File: src/rtl/l1d_port_arbiter.sv
// Round-robin arbiter sharing one L1 D-cache port among NUM_REQ LSU clients.
// Optional performance counters are enabled with `define L1D_ARB_PERF_EN.
module l1d_port_arbiter #(
  parameter int NUM_REQ = 2
) (
  input  logic                 clk,
  input  logic                 rst,
  input  logic [NUM_REQ-1:0]    req_valid,
  input  logic [NUM_REQ*32-1:0] req_addr,
  input  logic [NUM_REQ-1:0]    req_we,
  input  logic [NUM_REQ*32-1:0] req_wdata,
  output logic [NUM_REQ-1:0]    req_ready,
  output logic [NUM_REQ-1:0]    resp_valid,
  output logic [31:0]           resp_rdata,
  output logic                  cache_valid,
  output logic [31:0]           cache_addr,
  output logic                  cache_we,
  output logic [31:0]           cache_wdata,
  input  logic [31:0]           cache_rdata,
  input  logic [1:0]            cache_status
`ifdef L1D_ARB_PERF_EN
  ,
  output logic [NUM_REQ*32-1:0] perf_grants,
  output logic [31:0]           perf_stall
`endif
);

  localparam int ID_W = (NUM_REQ > 1) ? $clog2(NUM_REQ) : 1;
  localparam logic [1:0] CS_IDLE = 2'd0;
  localparam logic [1:0] CS_DONE = 2'd2;

  typedef enum logic [1:0] {S_IDLE, S_ISSUE, S_WAIT} state_t;

  state_t          state_q, state_d;
  logic [ID_W-1:0] rr_ptr_q;
  logic [ID_W-1:0] winner;
  logic            found;
  logic            grant;
  logic            done;

  logic [31:0]     lat_addr_q;
  logic [31:0]     lat_wdata_q;
  logic            lat_we_q;
  logic [ID_W-1:0] lat_id_q;

  // Round-robin search starting at rr_ptr; the first pending requester wins.
  always_comb begin
    int sum;
    // NOTE: combinational blocks use blocking '=' and assign every output a
    // default first, so no path leaves a value held and no latch is inferred.
    winner = '0;
    found  = 1'b0;
    sum    = 0;
    for (int k = 0; k < NUM_REQ; k++) begin
      sum = int'(rr_ptr_q) + k;
      if (sum >= NUM_REQ) sum = sum - NUM_REQ;
      if (!found && req_valid[ID_W'(sum)]) begin
        found  = 1'b1;
        winner = ID_W'(sum);
      end
    end
  end

  assign grant     = (state_q == S_IDLE) && found && (cache_status == CS_IDLE);
  assign done      = (state_q == S_WAIT) && (cache_status == CS_DONE);
  assign req_ready = grant ? (NUM_REQ'(1) << winner) : '0;

  always_comb begin
    state_d = state_q;
    unique case (state_q)
      S_IDLE:  if (grant) state_d = S_ISSUE;
      S_ISSUE: state_d = S_WAIT;
      // Status 1 and the illegal 3 both keep us waiting.
      S_WAIT:  if (cache_status == CS_DONE) state_d = S_IDLE;
      default: state_d = S_IDLE;
    endcase
  end

  // NOTE: all sequential state is updated with non-blocking '<=' so every
  // register samples pre-edge values regardless of statement order.
  always_ff @(posedge clk) begin
    if (rst) begin
      state_q     <= S_IDLE;
      rr_ptr_q    <= '0;
      lat_addr_q  <= '0;
      lat_wdata_q <= '0;
      lat_we_q    <= 1'b0;
      lat_id_q    <= '0;
      resp_valid  <= '0;
      resp_rdata  <= '0;
    end else begin
      state_q    <= state_d;
      resp_valid <= '0;
      if (grant) begin
        rr_ptr_q    <= (winner == ID_W'(NUM_REQ - 1)) ? '0 : winner + 1'b1;
        lat_addr_q  <= req_addr[32*winner +: 32];
        lat_wdata_q <= req_wdata[32*winner +: 32];
        lat_we_q    <= req_we[winner];
        lat_id_q    <= winner;
      end
      if (done) begin
        resp_rdata <= lat_we_q ? 32'h0 : cache_rdata;
        resp_valid <= NUM_REQ'(1) << lat_id_q;
      end
    end
  end

  // Address/data follow the latched copy; only cache_valid marks the request.
  assign cache_valid = (state_q == S_ISSUE);
  assign cache_addr  = lat_addr_q;
  assign cache_we    = lat_we_q;
  assign cache_wdata = lat_wdata_q;

`ifdef L1D_ARB_PERF_EN
  always_ff @(posedge clk) begin
    if (rst) begin
      perf_grants <= '0;
      perf_stall  <= '0;
    end else begin
      for (int i = 0; i < NUM_REQ; i++) begin
        if (req_ready[i]) perf_grants[32*i +: 32] <= perf_grants[32*i +: 32] + 32'd1;
      end
      if (|req_valid && !(|req_ready)) perf_stall <= perf_stall + 32'd1;
    end
  end
`endif

endmodule

File: config.mk
export PLATFORM = sky130hd
export DESIGN_NAME = l1d_port_arbiter
export DESIGN_NICKNAME = d
export VERILOG_FILES = /design/src/rtl/l1d_port_arbiter.sv
export SDC_FILE = /design/constraint.sdc
export NUM_CORES = 1
export LEC_CHECK = 0
export ABC_CLOCK_PERIOD_IN_PS = 2900
export CAP_MARGIN = 10
export CORE_ASPECT_RATIO = 2
export CORE_MARGIN = 3
export CORE_UTILIZATION = 40
export CTS_CLUSTER_SIZE = 10
export DETAILED_ROUTE_END_ITERATION = 16
export PLACE_DENSITY = 0.86
export RECOVER_POWER = 25
export SLEW_MARGIN = 20
export SYNTH_ARGS = -nofsm -noshare
export SYNTH_HDL_FRONTEND = slang
export SYNTH_SLANG_ARGS = --single-unit
File: constraint.sdc
create_clock -name clk -period 2.9 [get_ports clk]
set_input_delay 0.58 -clock clk [delete_from_list [all_inputs] [get_ports clk]]
set_output_delay 0.58 -clock clk [all_outputs]
set_load 0.1 [all_outputs]
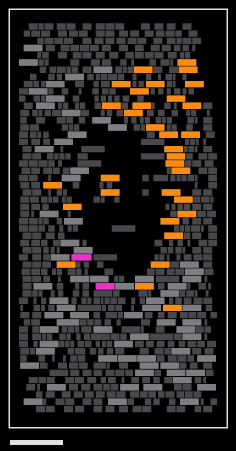
**Above:** sequential cells grouped by signal name.
The bar under the picture is 20 um long. Other sequential cells in the stronger grey, the rest of the logic in the fainter grey.
| name in the netlist | colour | flops |
|---|---|---|
| state_q | magenta | 2 |
| cache_wdata | orange | 32 |
Final Util: 65.44%
Reg area: 2067 um2

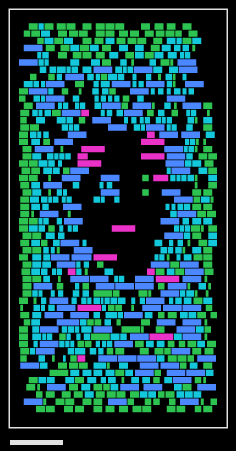
**Above:** cell classes on the final placement.
The bar under the picture is 20 um long.
| class | colour | cells |
|---|---|---|
| registers | blue | 103 |
| remaining logic cells | cyan | 313 |
| remaining buffers and delay cells | green | 277 |
| clock drivers and dummy loads | magenta | 16 |

==> flow_summary_export.csv <==
group,metric,value,unit
synthesis,ys_warn_count,0,
placement,numPlacedInstances,833,
power,powerDensity,470.5,nW/um2
clocking,clk_path_buf_depth,2,
global_route,grt_max_degree,79,
synthesis,synth-edff-count,0,
worst_setup_path,worst_r2r_path_depth,5,
finish,n_antenna_cell,0,
timing,setup_slack,152.3,ps
routing,first_iter_violations,149,
global_route,grtUsageTotal,22.21,%
finish,lay_top_cells,"clkdlybuf4s50_1 (165), dfxtp_1 (101), nand2b_1 (67)",
synthesis,compound_area_share,13.91,%
synthesis,synth.avg_cell_area,9.764,um2
clocking,cts-root-buf,"clkbuf_16",
power,swShare,30.15,%
flow_run,warning_count,27,
power,seqPwrFrac,43.5,%
synthesis,simple_gate_share,21.77,%
finish,layoutNonFillerInstCount,849,
synthesis,top_cell,"dfxtp_1",
finish,logic_area,2305,um2
floorplan,io_pins,270,
timing,max_freq,363.9,MHz
finish,area_delta_synth_final,57.72,%
finish,mostFrequentLayoutCell,"clkdlybuf4s50_1",
global_route,grt_overflow,0,
synthesis,top_cell_area_share,45.13,%
routing,vias,4495,
routing,wl_met1,5.372,mm
placement,dp_hpwl,10.92,mm
floorplan,fp_util,41.49,%
worst_hold_path,min-delay-start,"lat_id_q",
floorplan,die_h,157.2,um
worst_setup_path,cp_num_cells,6,
worst_setup_path,worstPathCellList,"clkdlybuf4s50_1, or4b_4, buf_4, nor2_4, and2_2, buf_12",
power,power_clock,1180,uW
timing,slew_headroom,15.75,%
worst_setup_path,crit_type,"in2out",
synthesis,async_reset_ff_share,0,%
clocking,cts.sinks,103,
worst_setup_path,cp_num_buf_inv,3,
worst_setup_path,cp.arrival,2170,ps
routing,dr_wl_met3,952,um
worst_hold_path,holdCritPathClass,"reg2reg",
power,powerComb,740,uW
timing,skew,11.30,ps
clocking,clk_pin_slew_worst_paths,80,ps
placement,dp_slack,-16.45,ps
power,peakVddDrop,0.0002898,V
status,status,"completed",
placement,placed_cell_area,7082,um2
worst_setup_path,start_kind,"input port",
routing,firstDrtPassIters,4,
global_route,use_met2,39.92,%
finish,final_area,7207,um2
synthesis,ff_type,"dfxtp_1",
global_route,use_met3,5.441,%
synthesis,fp_nets,636,
worst_setup_path,max_stage_delay,540,ps
timing,rsz0062_at_grt,"false",
synthesis,ys_seq_share,45.13,%
worst_setup_path,r2r-start,"state_q[1]",
routing,wl_met2,7.945,mm
synthesis,common_cells,"dfxtp_1 (103), nand2b_1 (67), mux2i_1 (65), or4_1 (65), o21ai_0 (55)",
timing,finalSetupViolCount,0,
worst_setup_path,reg2reg_slack,860,ps
power,p_switching,1022,uW
timing,tightest_slew,1269,ps
power,p_leak,0.002588,uW
synthesis,synth-xor-area-share,0,%
power,power_top_consumer,"sequential cells",
power,combPwrFrac,21.8,%
synthesis,synth.mux.area_fraction,14.24,%
placement,globalplace.congestion,0.8270,
synthesis,synth-cells-yosys,468,
floorplan,rows,54,
power,power_frac_clock,34.7,%
timing,hold_violations,0,
flow_run,max_cap_violations,0,
clocking,hold_buffers,0,
synthesis,topCellsByArea,"dfxtp_1 (45%), mux2i_1 (14%), or4_1 (11%)",
routing,postRouteAntennaNets,0,
finish,fin_nets,872,
==> how the worst min path moves through the flow <==
stage                                 to  slack [ps]  cells past startpoint
after floorplan            resp_valid[0]         420                      1
after global placement     resp_valid[0]         450                      1
after detailed placement   resp_valid[0]         450                      1
after CTS                  resp_valid[0]         460                      1
after global routing      cache_addr[22]         490                      2
final                      resp_valid[0]         450                      1
==> cell type report <==
| type | count | share of cell area (%) |
|---|---|---|
| repair buffers | 277 | 32.74 |
| multi-input cells | 312 | 31.98 |
| flip-flops and latches | 103 | 28.68 |
| clock buffers | 9 | 3.125 |
| well taps | 140 | 2.431 |
| clock inverters | 7 | 0.9896 |
| inverters | 1 | 0.05208 |
Power and IR drop assume default switching activity.
